### config.mk
export PLATFORM = sky130hd
export DESIGN_NAME = mem_1r1w_32x64_fifo_ctrl
export DESIGN_NICKNAME = d
export VERILOG_FILES = /design/src/rtl/mem_fifo_pkg.sv /design/src/rtl/mem_fifo_out_buf.sv /design/src/rtl/mem_1r1w_32x64_fifo_ctrl.sv
export SDC_FILE = /design/constraint.sdc
export NUM_CORES = 1
export LEC_CHECK = 0
export ABC_AREA = 0
export CORE_ASPECT_RATIO = 1.4
export CORE_MARGIN = 5
export CORE_UTILIZATION = 45
export DETAILED_ROUTE_END_ITERATION = 10
export GPL_ROUTABILITY_DRIVEN = 0
export GPL_TIMING_DRIVEN = 0
export PLACE_DENSITY = 0.87
export SYNTH_ARGS = -nofsm -noshare
export SYNTH_HDL_FRONTEND = slang
export SYNTH_HIERARCHICAL = 1
export SYNTH_SLANG_ARGS = --single-unit
### constraint.sdc
create_clock -name clock -period 19.16 [get_ports clock]
set_input_delay 2.874 -clock clock [delete_from_list [all_inputs] [get_ports clock]]
set_output_delay 2.874 -clock clock [all_outputs]
set_load 0.005 [all_outputs]
### src/rtl/mem_fifo_pkg.sv
// Shared sizing for the 1R1W-memory-backed FIFO controller and its output buffer.
package mem_fifo_pkg;

  localparam int DEPTH         = 32;  // memory entries
  localparam int WIDTH         = 64;  // data bits per entry
  localparam int ADDR_W        = 5;   // log2(DEPTH)
  localparam int MASK_W        = 8;   // byte lanes
  localparam int OUT_BUF_DEPTH = 2;   // skid entries after the memory read port
  localparam int BUF_CNT_W     = 2;   // holds 0..OUT_BUF_DEPTH
  localparam int CNT_W         = 6;   // holds 0..DEPTH+OUT_BUF_DEPTH

endpackage

### src/rtl/mem_fifo_out_buf.sv
// Two-entry in-order output buffer; entry 0 is always the head word.
module mem_fifo_out_buf
  import mem_fifo_pkg::*;
#(
  parameter int DW = WIDTH
) (
  input  logic                 clock,
  input  logic                 reset,
  input  logic                 push,
  input  logic [DW-1:0]        data_in,
  input  logic                 pop,
  output logic [DW-1:0]        head,
  output logic [BUF_CNT_W-1:0] cnt
);

  logic [DW-1:0]        entry_q [OUT_BUF_DEPTH];
  logic [DW-1:0]        entry_d [OUT_BUF_DEPTH];
  logic [BUF_CNT_W-1:0] cnt_q, cnt_d;

  // Next-state: push lands in the first free slot, pop shifts entry 1 down.
  always_comb begin
    entry_d = entry_q;
    cnt_d   = cnt_q;
    case ({push, pop})
      2'b10: begin
        entry_d[cnt_q[0]] = data_in;
        cnt_d             = cnt_q + BUF_CNT_W'(1);
      end
      2'b01: begin
        entry_d[0] = entry_q[1];
        cnt_d      = cnt_q - BUF_CNT_W'(1);
      end
      2'b11: begin
        // Simultaneous pop and push keeps the occupancy constant.
        if (cnt_q == BUF_CNT_W'(2)) begin
          entry_d[0] = entry_q[1];
          entry_d[1] = data_in;
        end else begin
          entry_d[0] = data_in;
        end
      end
      default: ;
    endcase
  end

  // Occupancy register; held words are discarded on reset.
  always_ff @(posedge clock) begin
    if (reset) begin
      cnt_q <= '0;
    end else begin
      cnt_q <= cnt_d;
    end
  end

  // Data entries need no reset; cnt_q qualifies them.
  always_ff @(posedge clock) begin
    entry_q <= entry_d;
  end

  assign head = entry_q[0];
  assign cnt  = cnt_q;

endmodule

### src/rtl/mem_1r1w_32x64_fifo_ctrl.sv
// FIFO controller around an external 1R1W masked memory with a 2-entry
// read-ahead buffer so the head word is registered and throughput is 1/cycle.
module mem_1r1w_32x64_fifo_ctrl #(
  parameter int DEPTH  = mem_fifo_pkg::DEPTH,
  parameter int WIDTH  = mem_fifo_pkg::WIDTH,
  parameter int ADDR_W = mem_fifo_pkg::ADDR_W,
  parameter int MASK_W = mem_fifo_pkg::MASK_W
) (
  input  logic                           clock,
  input  logic                           reset,
  input  logic                           enq_valid,
  output logic                           enq_ready,
  input  logic [WIDTH-1:0]               enq_data,
  output logic                           deq_valid,
  input  logic                           deq_ready,
  output logic [WIDTH-1:0]               deq_data,
  output logic [mem_fifo_pkg::CNT_W-1:0] count,
  output logic [ADDR_W-1:0]              W0_addr,
  output logic                           W0_en,
  output logic [WIDTH-1:0]               W0_data,
  output logic [MASK_W-1:0]              W0_mask,
  output logic [ADDR_W-1:0]              R0_addr,
  output logic                           R0_en,
  input  logic [WIDTH-1:0]               R0_data
);
  import mem_fifo_pkg::*;

  logic [ADDR_W-1:0]    wr_ptr_q, wr_ptr_d;
  logic [ADDR_W-1:0]    rd_ptr_q, rd_ptr_d;
  logic [CNT_W-1:0]     mem_cnt_q, mem_cnt_d;
  logic                 inflight_q, inflight_d;
  logic [BUF_CNT_W-1:0] buf_cnt;
  logic [BUF_CNT_W-1:0] buf_occupancy;
  logic [WIDTH-1:0]     buf_head;
  logic                 enq_fire;
  logic                 deq_fire;
  logic                 rd_issue;
  logic                 has_credit;
  logic                 buf_push;

  function automatic logic [ADDR_W-1:0] ptr_inc(input logic [ADDR_W-1:0] p);
    return (p == ADDR_W'(DEPTH - 1)) ? '0 : p + ADDR_W'(1);
  endfunction

  // enq_ready depends only on registered state, never on the consumer side.
  assign enq_ready = !reset && (mem_cnt_q < CNT_W'(DEPTH));
  assign deq_valid = !reset && (buf_cnt != '0);
  assign deq_data  = buf_head;
  assign enq_fire  = enq_valid & enq_ready;
  assign deq_fire  = deq_valid & deq_ready;

  // Credit exists while buffered plus in-flight words leave a free slot;
  // a pop this cycle frees one more, which keeps streaming at full rate.
  assign buf_occupancy = buf_cnt + BUF_CNT_W'(inflight_q);
  assign has_credit    = buf_occupancy < BUF_CNT_W'(OUT_BUF_DEPTH);
  assign rd_issue      = !reset && (mem_cnt_q != '0) && (has_credit || deq_fire);

  // Read data returns one cycle after issue; a read cancelled by reset is dropped.
  assign buf_push = inflight_q && !reset;

  assign W0_en   = enq_fire;
  assign W0_addr = wr_ptr_q;
  assign W0_data = enq_data;
  assign W0_mask = '1;
  assign R0_en   = rd_issue;
  assign R0_addr = rd_ptr_q;

  assign count = reset ? '0
                       : mem_cnt_q + CNT_W'(inflight_q) + CNT_W'(buf_cnt);

  // Pointer, memory occupancy and in-flight next-state.
  always_comb begin
    wr_ptr_d   = enq_fire ? ptr_inc(wr_ptr_q) : wr_ptr_q;
    rd_ptr_d   = rd_issue ? ptr_inc(rd_ptr_q) : rd_ptr_q;
    mem_cnt_d  = mem_cnt_q;
    inflight_d = rd_issue;
    case ({enq_fire, rd_issue})
      2'b10:   mem_cnt_d = mem_cnt_q + CNT_W'(1);
      2'b01:   mem_cnt_d = mem_cnt_q - CNT_W'(1);
      default: ;
    endcase
  end

  // Control state registers; memory contents are left untouched by reset.
  always_ff @(posedge clock) begin
    if (reset) begin
      wr_ptr_q   <= '0;
      rd_ptr_q   <= '0;
      mem_cnt_q  <= '0;
      inflight_q <= 1'b0;
    end else begin
      wr_ptr_q   <= wr_ptr_d;
      rd_ptr_q   <= rd_ptr_d;
      mem_cnt_q  <= mem_cnt_d;
      inflight_q <= inflight_d;
    end
  end

  mem_fifo_out_buf #(
    .DW (WIDTH)
  ) u_out_buf (
    .clock   (clock),
    .reset   (reset),
    .push    (buf_push),
    .data_in (R0_data),
    .pop     (deq_fire),
    .head    (buf_head),
    .cnt     (buf_cnt)
  );

endmodule

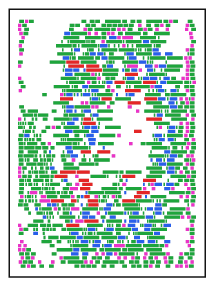
Run 1: cells by drive strength
Scale: 1.5 px per µm.
[_0 and _1 cells] green | cells: 705 | share: 67%
[_2 cells] blue | cells: 141 | share: 13%
[_6 and larger] red | cells: 36 | share: 3.4%
[_3 and _4 cells] magenta | cells: 163 | share: 16%

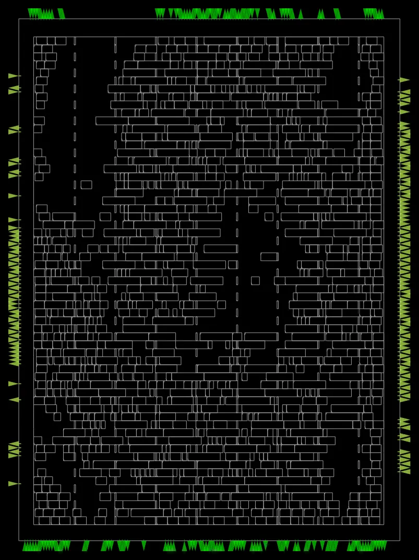
Run 1: placed standard cells
end-of-flow core utilization: 62.03%
filler-free cell count of the finished design: 1297
sequential portion of the cell area: 34.45%
fill count: 1581

==> out/summary.txt, run 1 <==
Max-Slew Margin vs Limit - 53.04%
drt pass-1 iters - 5
clock insertion delay at the later pin of the skew report - 420 ps
Async S/R FF share, synth - 0%
Synthesis Warnings - 6
Die H - 177.5 µm
post-route DRC violation count - 0
tally of unique sky130hd cells used after synthesis - 62
number of port buffers - 215
detailed-placement wirelength estimate - 16780 µm
RSZ-0062 raised after global routing - no
number of DRC markers in iteration 0 - 415
maximum clock frequency - 127.9 MHz
total power consumption of the routed design - 1.184 mW
Hold Path Sink - R0_addr[3]
transition time at the pin with the least slew margin - 704.4 ps
number of H-tree branching levels - 4
diode count - 0
Layout Skew - 6.375 ps
nature of the critical path startpoint - primary input
number of global-route vias before repair - 6709
number of endpoints with negative hold slack in the final report - 0
initial antenna violation count - 0
maximum clock insertion buffer count - 2
Num CTS Buffers - 17
clock sink count - 147
R2R Path End - mem_cnt_q[5]
tally of OpenROAD warnings - 29
static leakage - 4.698 nW
Final setup violation count - 0
portion of the clock cycle consumed by the worst path in the final layout - 40.81%
fraction of final layout cells with drive strength greater than 1 - 32.54%
core footprint - 0.01977 mm²
Post-synth area hogs - sky130_fd_sc_hd__edfxtp_1 43%, sky130_fd_sc_hd__buf_4 12%, sky130_fd_sc_hd__o221ai_2 8.8%, sky130_fd_sc_hd__a22oi_2 7.9%, sky130_fd_sc_hd__dfxtp_1 4.2%
switching share of power - 28.50%
Setup Total Neg Slack - 0 ps
post-layout net count - 1182
most frequent cells after synthesis - 146 x sky130_fd_sc_hd__buf_4, 128 x sky130_fd_sc_hd__edfxtp_1, 80 x sky130_fd_sc_hd__nor2_1, 77 x sky130_fd_sc_hd__nand2_1, 76 x sky130_fd_sc_hd__inv_1
drt via density - 5.124
routed length on met2 - 11700 µm
worst reg2reg setup slack - 15830 ps
Avg Inst Size Synth - 11.45 µm²
number of hold buffers added after cts - 0
setup slack after placement - 11330 ps
top-area cell type share of the netlist area - 42.61%
buffer count from post-CTS setup fixing - 0
Post-Syn Instances - 788
depth of the worst register-to-register path - 9
DRT antenna net count - 0
Worst EP arrival - 4950 ps
flip-flop and latch count after synthesis - 147
share of power burned in registers - 36.4%
top-count cell post-synth - sky130_fd_sc_hd__buf_4
number of gates resized after CTS - 0
pin count of the biggest net entering global routing - 29
time the worst path needs with I/O delays and setup - 7820 ps
run status - finished clean
clock tree from TritonCTS - yes
maximum fanout count along the critical path - 10
clock power share - 30.5%
highest layer used for signal routing - met4
Die Outline Area - 0.02302 mm²
met3 layer wire length in the routed design - 1620 µm
data required time of the critical path - 16290 ps
area reported by Yosys stat - 0.009020 mm²
met3 usage in global routing - 4.697%
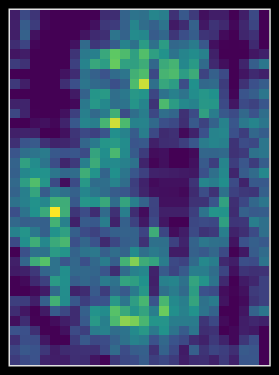
Run 1: wire density map
Scale: 2 px per µm. The die is cut into 26 by 36 equal tiles; dark purple is low, yellow is high, scaled to the fullest tile. Values are wire area over tile area, all layers added.
emptiest ninth of the die: upper left
densest ninth of the die: top centre
fullest tile: 0.59
mean over tiles: 0.16
nearly empty tiles: 11%
Total Routed Length: 22360 µm
total routing usage reported by global routing: 18.82%

run 1: how the worst max path moves through the flow:
stage / cells past startpoint / slack [ps] / from / to
after floorplan: 7 / 10330 / reset / u_out_buf/entry_q[0]
after global placement: 8 / 7030 / reset / u_out_buf/entry_q[6]
after detailed placement: 5 / 11330 / reset / count[1]
after CTS: 5 / 11320 / reset / count[1]
after global routing: 5 / 11210 / reset / count[2]
final: 5 / 11340 / reset / count[1]
run 1: worst max-delay path: stages:
cell and delay (ps):
sky130_fd_sc_hd__clkdlybuf4s50_1 620, sky130_fd_sc_hd__clkbuf_1 450, sky130_fd_sc_hd__clkbuf_1 420, sky130_fd_sc_hd__nor2_1 100, sky130_fd_sc_hd__clkdlybuf4s50_1 480
run 1: stage by stage:
stage	area, µm²	std cells	hold WS, ps	util, %
after global placement	11510	1262	472.4	58.24
after CTS	12260	1297	484.8	62.03
after floorplan	9046	795	467.1	-
after global routing	12260	1297	514.9	62.03
after detailed placement	11620	1266	476.3	58.80
final	12260	1297	482.7	62.03
run 1: placed cells by master (no fill, tap or decap), types with 6 or more instances in the layout:
cell	count
sky130_fd_sc_hd__clkdlybuf4s50_1	215
sky130_fd_sc_hd__buf_4	146
sky130_fd_sc_hd__edfxtp_1	128
sky130_fd_sc_hd__nor2_1	80
sky130_fd_sc_hd__nand2_1	77
sky130_fd_sc_hd__inv_1	76
sky130_fd_sc_hd__a22oi_2	57
sky130_fd_sc_hd__o221ai_2	53
sky130_fd_sc_hd__dfxtp_1	19
sky130_fd_sc_hd__buf_2	19
sky130_fd_sc_hd__clkbuf_16	17
sky130_fd_sc_hd__ha_1	14
sky130_fd_sc_hd__o221ai_1	11
sky130_fd_sc_hd__a21oi_1	10
sky130_fd_sc_hd__conb_1	8
sky130_fd_sc_hd__buf_12	7
sky130_fd_sc_hd__o21ai_0	6
sky130_fd_sc_hd__nor2b_1	6
run 1: logic make-up after synthesis:
| family | share of synthesized area, % |
|---|---|
| other | 0.04157 |
| buffers and inverters | 18.30 |
| xor gates and xnor gates | 0.6797 |
| adders and majority gates | 2.608 |
| and+or+nand+nor | 9.433 |
| AOI/OAI and AO/OA | 21.82 |
| muxes | 0.2912 |
| DFF | 46.83 |
run 1: flip-flops by register name, indices dropped and copies added (netlist names):
signal and count:
u_out_buf/entry_q 64, u_out_buf/cnt 2, inflight_q 1, u_out_buf/head 64
mem_cnt_q 6, R0_addr 5, W0_addr 5
run 1: power groups by stage:
stage	combinational [mW]	clock, mW	sequential [mW]
floorplan	0.238	0	0.437
global placement	0.373	0	0.445
detailed placement	0.393	0	0.438
CTS	0.395	0.369	0.432
global route	0.423	0.380	0.436
finish	0.392	0.361	0.431
run 1: cell type report:
cell class                      count  area [µm²]
Buffer                            180        1365
Clock buffer                       17       425.4
Clock inverter                     14       212.7
Fill cell                        1581        7506
Inverter                           76       285.3
Multi-Input combinational cell    392        3194
Sequential cell                   147        4224
Tap cell                          252       315.3
Timing Repair Buffer              219        2240
Run 1, zoomed window:
Region (40, 99) to (90, 149) µm. Cells in grey, sequential cells in the stronger grey; small squares are vias.
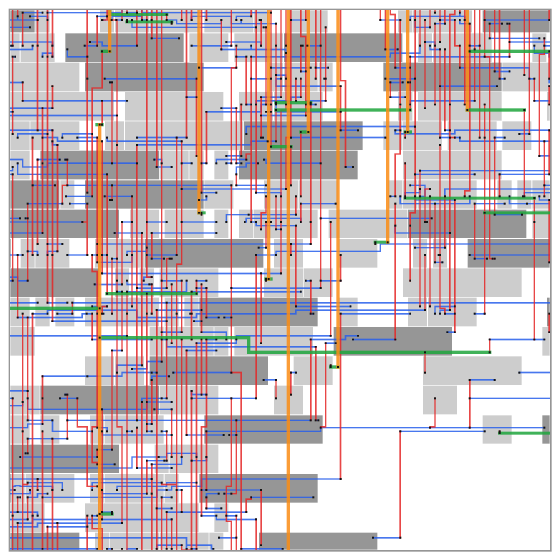

==> run 2, diff against run 1 <==
Settings changed: CORE_UTILIZATION 45 to 43.
Clock period 19.16 ns to 6.4 ns, I/O delays scaled along.
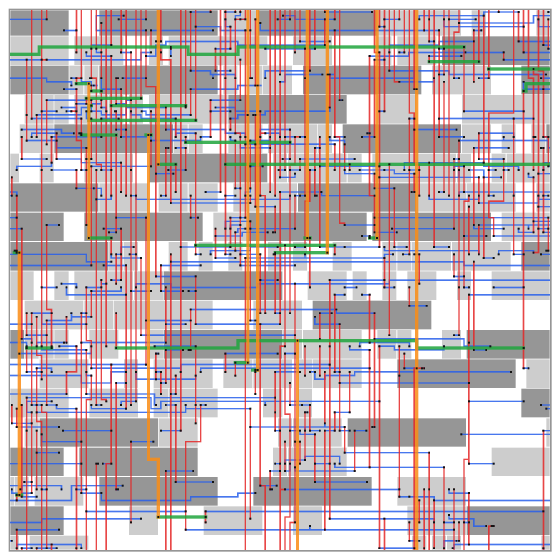
Run 2: zoomed window
Region (41, 102) to (91, 152) µm. Cells in grey, sequential cells in the stronger grey; small squares are vias.
[metal 4] orange
[metal 2] red
[metal 3] green
[metal 1] blue
cells with their middle in the window: 147
sequential cells in the window: 26
most frequent: edfxtp_1 (26), nand2_1 (17)
netlist names of flops here include: u_out_buf/entry_q (14), u_out_buf/head (12)

==> run 2 against run 1 <==
Compared with the run above: synthesized area did not move; core utilization fell by 2.2 points; wire length rose by 2.5%; total power rose to 3.0 times the previous value; clock power rose to 2.9 times the previous value; largest power group unchanged; die size rose by 4.3%; sequential power rose to 3.0 times the previous value; synthesized cell count did not move; final cell count rose by 0.62%; worst setup slack got worse by 9000 ps.
==> out/summary.txt, run 2 <==
maximum clock insertion buffer count - 2
Die Outline Area - 0.02401 mm²
pin count of the biggest net entering global routing - 28
area reported by Yosys stat - 0.009020 mm²
clock sink count - 147
top-count cell post-synth - sky130_fd_sc_hd__buf_4
critical path cell sequence - clkdlybuf4s50_1 -> clkbuf_1 -> clkbuf_1 -> nor2_1 -> clkdlybuf4s50_1
Num CTS Buffers - 17
Worst path slowest cell - sky130_fd_sc_hd__clkdlybuf4s50_1
clock power share - 30.0%
setup slack after placement - 2133 ps
worst reg2reg setup slack - 3110 ps
detailed-placement wirelength estimate - 17090 µm
crit path launch - reset
clock insertion delay at the later pin of the skew report - 430 ps
Worst setup EP type - primary output
most frequent cells after synthesis - 146 x sky130_fd_sc_hd__buf_4, 128 x sky130_fd_sc_hd__edfxtp_1, 80 x sky130_fd_sc_hd__nor2_1, 77 x sky130_fd_sc_hd__nand2_1, 76 x sky130_fd_sc_hd__inv_1
number of DRC markers in iteration 0 - 397
fraction of final layout cells with drive strength greater than 1 - 32.57%
most frequently placed logic cells in the final layout - 215 x sky130_fd_sc_hd__clkdlybuf4s50_1, 146 x sky130_fd_sc_hd__buf_4, 128 x sky130_fd_sc_hd__edfxtp_1, 80 x sky130_fd_sc_hd__nor2_1, 77 x sky130_fd_sc_hd__nand2_1
top-area cell type share of the netlist area - 42.61%
Post-synth area hogs - sky130_fd_sc_hd__edfxtp_1 43%, sky130_fd_sc_hd__buf_4 12%, sky130_fd_sc_hd__o221ai_2 8.8%, sky130_fd_sc_hd__a22oi_2 7.9%, sky130_fd_sc_hd__dfxtp_1 4.2%
buffer count from post-CTS setup fixing - 0
tally of OpenROAD warnings - 29
data required time of the critical path - 5440 ps
Worst EP arrival - 3070 ps
switching share of power - 29.02%
maximum fanout count along the critical path - 10
RSZ-0062 raised after global routing - no
Die H - 181.4 µm
transition time at the pin with the least slew margin - 828.0 ps
flip-flop and latch count after synthesis - 147
family of cells with the greatest summed delay on the critical path - buffers and inverters
run status - finished clean
commonest non-fill, non-tap cell in the layout - sky130_fd_sc_hd__clkdlybuf4s50_1
initial antenna violation count - 1
Post-Syn Instances - 788
portion of the clock cycle consumed by the worst path in the final layout - 63.03%
tally of unique sky130hd cells used after synthesis - 62
Final setup violation count - 0
Async S/R FF share, synth - 0%
number of H-tree branching levels - 4
maximum cell stage delay along the critical path - 630 ps
number of gates resized after CTS - 0
time the worst path needs with I/O delays and setup - 4034 ps
post-route DRC violation count - 0
drt pass-1 iters - 5
WL per Instance - 17.55 µm
Layout Skew - 10.27 ps
static leakage - 4.707 nW
core footprint - 0.02056 mm²
Setup Total Neg Slack - 0 ps
post-layout net count - 1183
depth of the worst register-to-register path - 9
Synthesis Warnings - 6
number of port buffers - 215
number of global-route vias before repair - 7055
total power consumption of the routed design - 3.518 mW
met3 layer wire length in the routed design - 1617 µm
Buf+Inv Stages, Crit Path - 4
drt via density - 5.152
worst hold path class - flip-flop to flip-flop
Total Routed Length - 22910 µm
number of endpoints with negative hold slack in the final report - 0
routed length on met2 - 12290 µm
highest layer used for signal routing - met4
clock tree from TritonCTS - yes
Hold Path Sink - W0_addr[4]
Worst path depth - 5
Max-Slew Margin vs Limit - 44.59%
number of hold buffers added after cts - 0
nature of the critical path startpoint - primary input
R2R Path End - mem_cnt_q[5]
maximum clock frequency - 247.9 MHz
run 2: cell counts after synthesis:
No cell type changed its count.
run 2: logic make-up after synthesis:
| group | count (synthesis) | synth area share (%) |
|---|---|---|
| buf+inv | 256 | 18.30 |
| simple gates | 193 | 9.433 |
| compound gates | 165 | 21.82 |
| flops | 147 | 46.83 |
| fa+ha+maj | 17 | 2.608 |
| xor+xnor | 7 | 0.6797 |
| mux | 2 | 0.2912 |
| other cells | 1 | 0.04157 |
run 2: metrics by stage:
| step | std cells | utilization, % | hold WS (ps) | cell area [µm²] |
|---|---|---|---|---|
| after floorplan | 795 | - | 467.1 | 9046 |
| after global routing | 1304 | 59.79 | 513.8 | 12290 |
| after global placement | 1266 | 56.03 | 473.0 | 11520 |
| after CTS | 1303 | 59.77 | 488.7 | 12290 |
| final | 1305 | 59.80 | 484.0 | 12290 |
| after detailed placement | 1271 | 56.77 | 475.8 | 11670 |
run 2: worst max path at each step:
stage,slack [ps],endpoint
final,2370,count[1]
after global routing,2210,count[1]
after CTS,2360,count[1]
after detailed placement,2130,u_out_buf/entry_q[12]
after global placement,-1470,u_out_buf/head[5]
after floorplan,1060,u_out_buf/head[0]
run 2: tightest hold or removal path: stages, from the launching register on:
cell and delay [ps]:
sky130_fd_sc_hd__dfxtp_1 330, sky130_fd_sc_hd__nand3_1 70, sky130_fd_sc_hd__nand2_1 50
run 2: cell type report:
| cell class | instances | area (µm²) |
|---|---|---|
| diodes | 2 | 5.005 |
| clock inverters | 14 | 187.7 |
| repair buffers | 220 | 2282 |
| well taps | 256 | 320.3 |
| flip-flops and latches | 147 | 4224 |
| inverters | 76 | 285.3 |
| fillers | 1680 | 8264 |
| clock buffers | 18 | 429.2 |
| plain buffers | 180 | 1365 |
| multi-input cells | 392 | 3194 |
run 2: power by group through the flow:
stage               Sequential (mW)  Clock (mW)  Combinational, mW
global placement               1.33           0               1.12
floorplan                      1.31           0              0.712
detailed placement             1.31           0               1.18
CTS                            1.29        1.07               1.18
finish                         1.29        1.05               1.17
global route                   1.31        1.12               1.28
run 2: metal layers:
layer	up-vias	GRT usage, %
li1	3179	-
met1	3245	20.06
met2	265	34.17
met3	35	5.899
met4	0	7.376
met5	-	0
Run 2, wire density map:
Scale: 2 px per µm. The die is cut into 26 by 36 equal tiles; dark purple is low, yellow is high, scaled to the fullest tile. Values are wire area over tile area, all layers added.
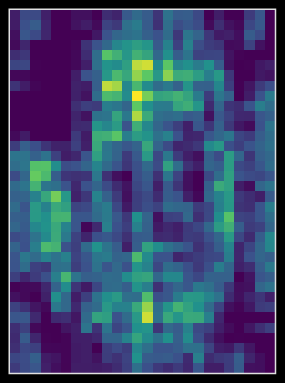

==> run 3, diff against run 2 <==
Settings changed: CORE_UTILIZATION 43 to 45.
Clock period 6.4 ns to 3.75 ns, I/O delays scaled along.
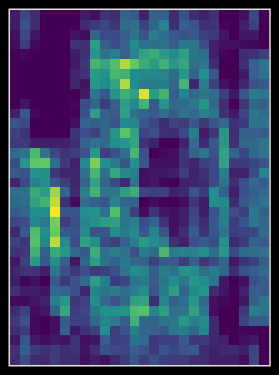
Run 3: wire density map
Scale: 2 px per µm. The die is cut into 26 by 36 equal tiles; dark purple is low, yellow is high, scaled to the fullest tile. Values are wire area over tile area, all layers added.
densest ninth of the die: top centre
tiles over half the peak: 11%
fullest tile: 0.60

==> run 3 against run 2 <==
Compared with the run above: non-clock buffer count decreased by 1; register-to-register slack lost 2700 ps; worst setup slack lost 1900 ps; flip-flop count did not move; synthesized area stayed put; worst hold slack improved by 1.2 ps; first-iteration DRC count rose by 16%; clock power increased by 65%; design area down 0.52%; count of clock-buffer cells in the layout down 1; clock skew decreased by 2.7 ps; critical path type is now primary input to flip-flop.
==> out/summary.txt, run 3 <==
Total Routed Length - 22260 µm
R2R Path End - mem_cnt_q[5]
most frequently placed logic cells in the final layout - 215 x sky130_fd_sc_hd__clkdlybuf4s50_1, 146 x sky130_fd_sc_hd__buf_4, 128 x sky130_fd_sc_hd__edfxtp_1, 80 x sky130_fd_sc_hd__nor2_1, 77 x sky130_fd_sc_hd__nand2_1
static leakage - 4.682 nW
most frequent cell on the critical path - sky130_fd_sc_hd__ha_1
post-layout net count - 1182
time the worst path needs with I/O delays and setup - 3326 ps
number of endpoints with negative hold slack in the final report - 0
Post-Syn Instances - 788
top-area cell type share of the netlist area - 42.61%
Num CTS Buffers - 17
number of synthesized flops with an enable pin - 128
run status - finished clean
depth of the worst register-to-register path - 9
Worst setup EP type - flip-flop
drt via density - 5.118
synthesized cell area - 0.009020 mm²
critical path cell sequence - clkdlybuf4s50_1 -> inv_1 -> o31ai_4 -> nor2_2 -> ha_1 -> ha_1 -> a211o_2 -> and4_1 -> a211oi_1 -> mux2_2
Post-synth area hogs - sky130_fd_sc_hd__edfxtp_1 43%, sky130_fd_sc_hd__buf_4 12%, sky130_fd_sc_hd__o221ai_2 8.8%, sky130_fd_sc_hd__a22oi_2 7.9%, sky130_fd_sc_hd__dfxtp_1 4.2%
most frequent cells after synthesis - 146 x sky130_fd_sc_hd__buf_4, 128 x sky130_fd_sc_hd__edfxtp_1, 80 x sky130_fd_sc_hd__nor2_1, 77 x sky130_fd_sc_hd__nand2_1, 76 x sky130_fd_sc_hd__inv_1
top-count cell post-synth - sky130_fd_sc_hd__buf_4
Synthesis Warnings - 6
predominant post-synthesis flop cell - sky130_fd_sc_hd__edfxtp_1
flip-flop and latch count after synthesis - 147
pin count of the biggest net entering global routing - 29
core footprint - 0.01977 mm²
area reported by Yosys stat - 0.009020 mm²
final hold slack - 485.2 ps
maximum cell stage delay along the critical path - 530 ps
fraction of final layout cells with drive strength greater than 1 - 32.31%
drt pass-1 iters - 4
maximum clock frequency - 300.7 MHz
Layout Skew - 7.585 ps
DRT antenna net count - 0
buffer count from post-CTS setup fixing - 0
clock sink count - 147
total routing usage reported by global routing - 19.00%
count of final max-slew check failures - 0
post-route DRC violation count - 0
family of cells with the greatest summed delay on the critical path - buffers and inverters
clock insertion delay at the later pin of the skew report - 420 ps
worst reg2reg startpoint - mem_cnt_q[0]
WL per Instance - 17.11 µm
Worst EP arrival - 3630 ps
crit path launch - reset
Buf+Inv Stages, Crit Path - 2
worst reg2reg setup slack - 460 ps
Max-Slew Margin vs Limit - 50.84%
clock tree from TritonCTS - yes
number of H-tree branching levels - 4
detailed-placement wirelength estimate - 16670 µm
tally of unique sky130hd cells used after synthesis - 62
Hold Path Sink - W0_addr[4]
number of hold buffers added after cts - 0
number of DRC markers in iteration 0 - 462
Die Outline Area - 0.02302 mm²
largest area contributor in the netlist - sky130_fd_sc_hd__edfxtp_1
transition time at the pin with the least slew margin - 737.4 ps
nature of the critical path startpoint - primary input
fill count - 1597
data required time of the critical path - 4060 ps
commonest non-fill, non-tap cell in the layout - sky130_fd_sc_hd__clkdlybuf4s50_1
initial antenna violation count - 2
maximum clock insertion buffer count - 2
number of gates resized after CTS - 0
Die H - 177.5 µm
number of port buffers - 215
# Cells Yosys - 788
Top Ports - 288
Row Count - 61
number of global-route vias before repair - 6895
Async S/R FF share, synth - 0%
Setup Total Neg Slack - 0 ps
Worst path slowest cell - sky130_fd_sc_hd__clkdlybuf4s50_1
RSZ-0062 raised after global routing - no
Avg Inst Size Synth - 11.45 µm²
tally of OpenROAD warnings - 29
portion of the clock cycle consumed by the worst path in the final layout - 88.69%
maximum fanout count along the critical path - 9
worst hold path class - flip-flop to flip-flop
Final setup violation count - 0
run 3: cell counts after synthesis:
Identical to the previous run, type by type.
run 3: cells by family after synthesis:
family                     after synthesis  share of synthesized area [%]
buffers and inverters                  256                          18.30
xor gates and xnor gates                 7                         0.6797
DFF                                    147                          46.83
other                                    1                        0.04157
adders and majority gates               17                          2.608
muxes                                    2                         0.2912
AOI/OAI and AO/OA                      165                          21.82
and+or+nand+nor                        193                          9.433
run 3: worst max-delay path by stage:
| stage | end | slack, ps | cells after the start |
|---|---|---|---|
| 3_3_place_gp | u_out_buf/entry_q[6] | -1560 | 8 |
| 2_1_floorplan | u_out_buf/entry_q[0] | 180 | 7 |
| 5_1_grt | mem_cnt_q[5] | 280 | 10 |
| 4_1_cts | mem_cnt_q[5] | 470 | 10 |
| 3_5_place_dp | mem_cnt_q[5] | 30 | 10 |
| 6_report | mem_cnt_q[5] | 420 | 10 |
run 3: worst min-delay path: stages (launching register included):
cell                      delay, ps
sky130_fd_sc_hd__dfxtp_1        330
sky130_fd_sc_hd__nand3_1         70
sky130_fd_sc_hd__nand2_1         40
run 3: where the power goes:
| part | internal (mW) | switching (mW) | total (mW) |
|---|---|---|---|
| Clock | 1.04 | 0.691 | 1.73 |
| Combinational | 1.07 | 0.939 | 2.01 |
| Sequential | 2.09 | 0.119 | 2.21 |
| Total | 4.19 | 1.75 | 5.94 |
run 3: layer usage:
layer	GRT usage, %	routed length, µm	vias to the layer above
li1	-	-	3182
met1	21.22	8227	3178
met2	33.99	11720	260
met3	4.788	1740	38
met4	7.886	576	0
met5	0	0	-
run 3: final cells by class:
class,instances,area [µm²],share of cell area [%]
flip-flops and latches,147,4224,34.54
plain buffers,180,1365,11.16
well taps,252,315.3,2.578
repair buffers,219,2247,18.38
inverters,76,285.3,2.333
clock inverters,15,165.2,1.351
clock buffers,17,425.4,3.479
multi-input cells,392,3194,26.12
diodes,3,7.507,0.06139
run 3: through the flow:
step | utilization [%] | setup slack, ps | power [mW] | cells | area (µm²)
after CTS | 61.83 | 473.0 | 5.982 | 1298 | 12220
after global routing | 61.85 | 284.9 | 6.241 | 1300 | 12230
after floorplan | - | 179.2 | 3.436 | 795 | 9054
final | 61.86 | 424.0 | 5.941 | 1301 | 12230
after detailed placement | 58.84 | 28.03 | 4.247 | 1266 | 11630
after global placement | 58.28 | -1556 | 4.156 | 1262 | 11520
Power figures rest on the tool's default switching activity, not on a simulated workload.
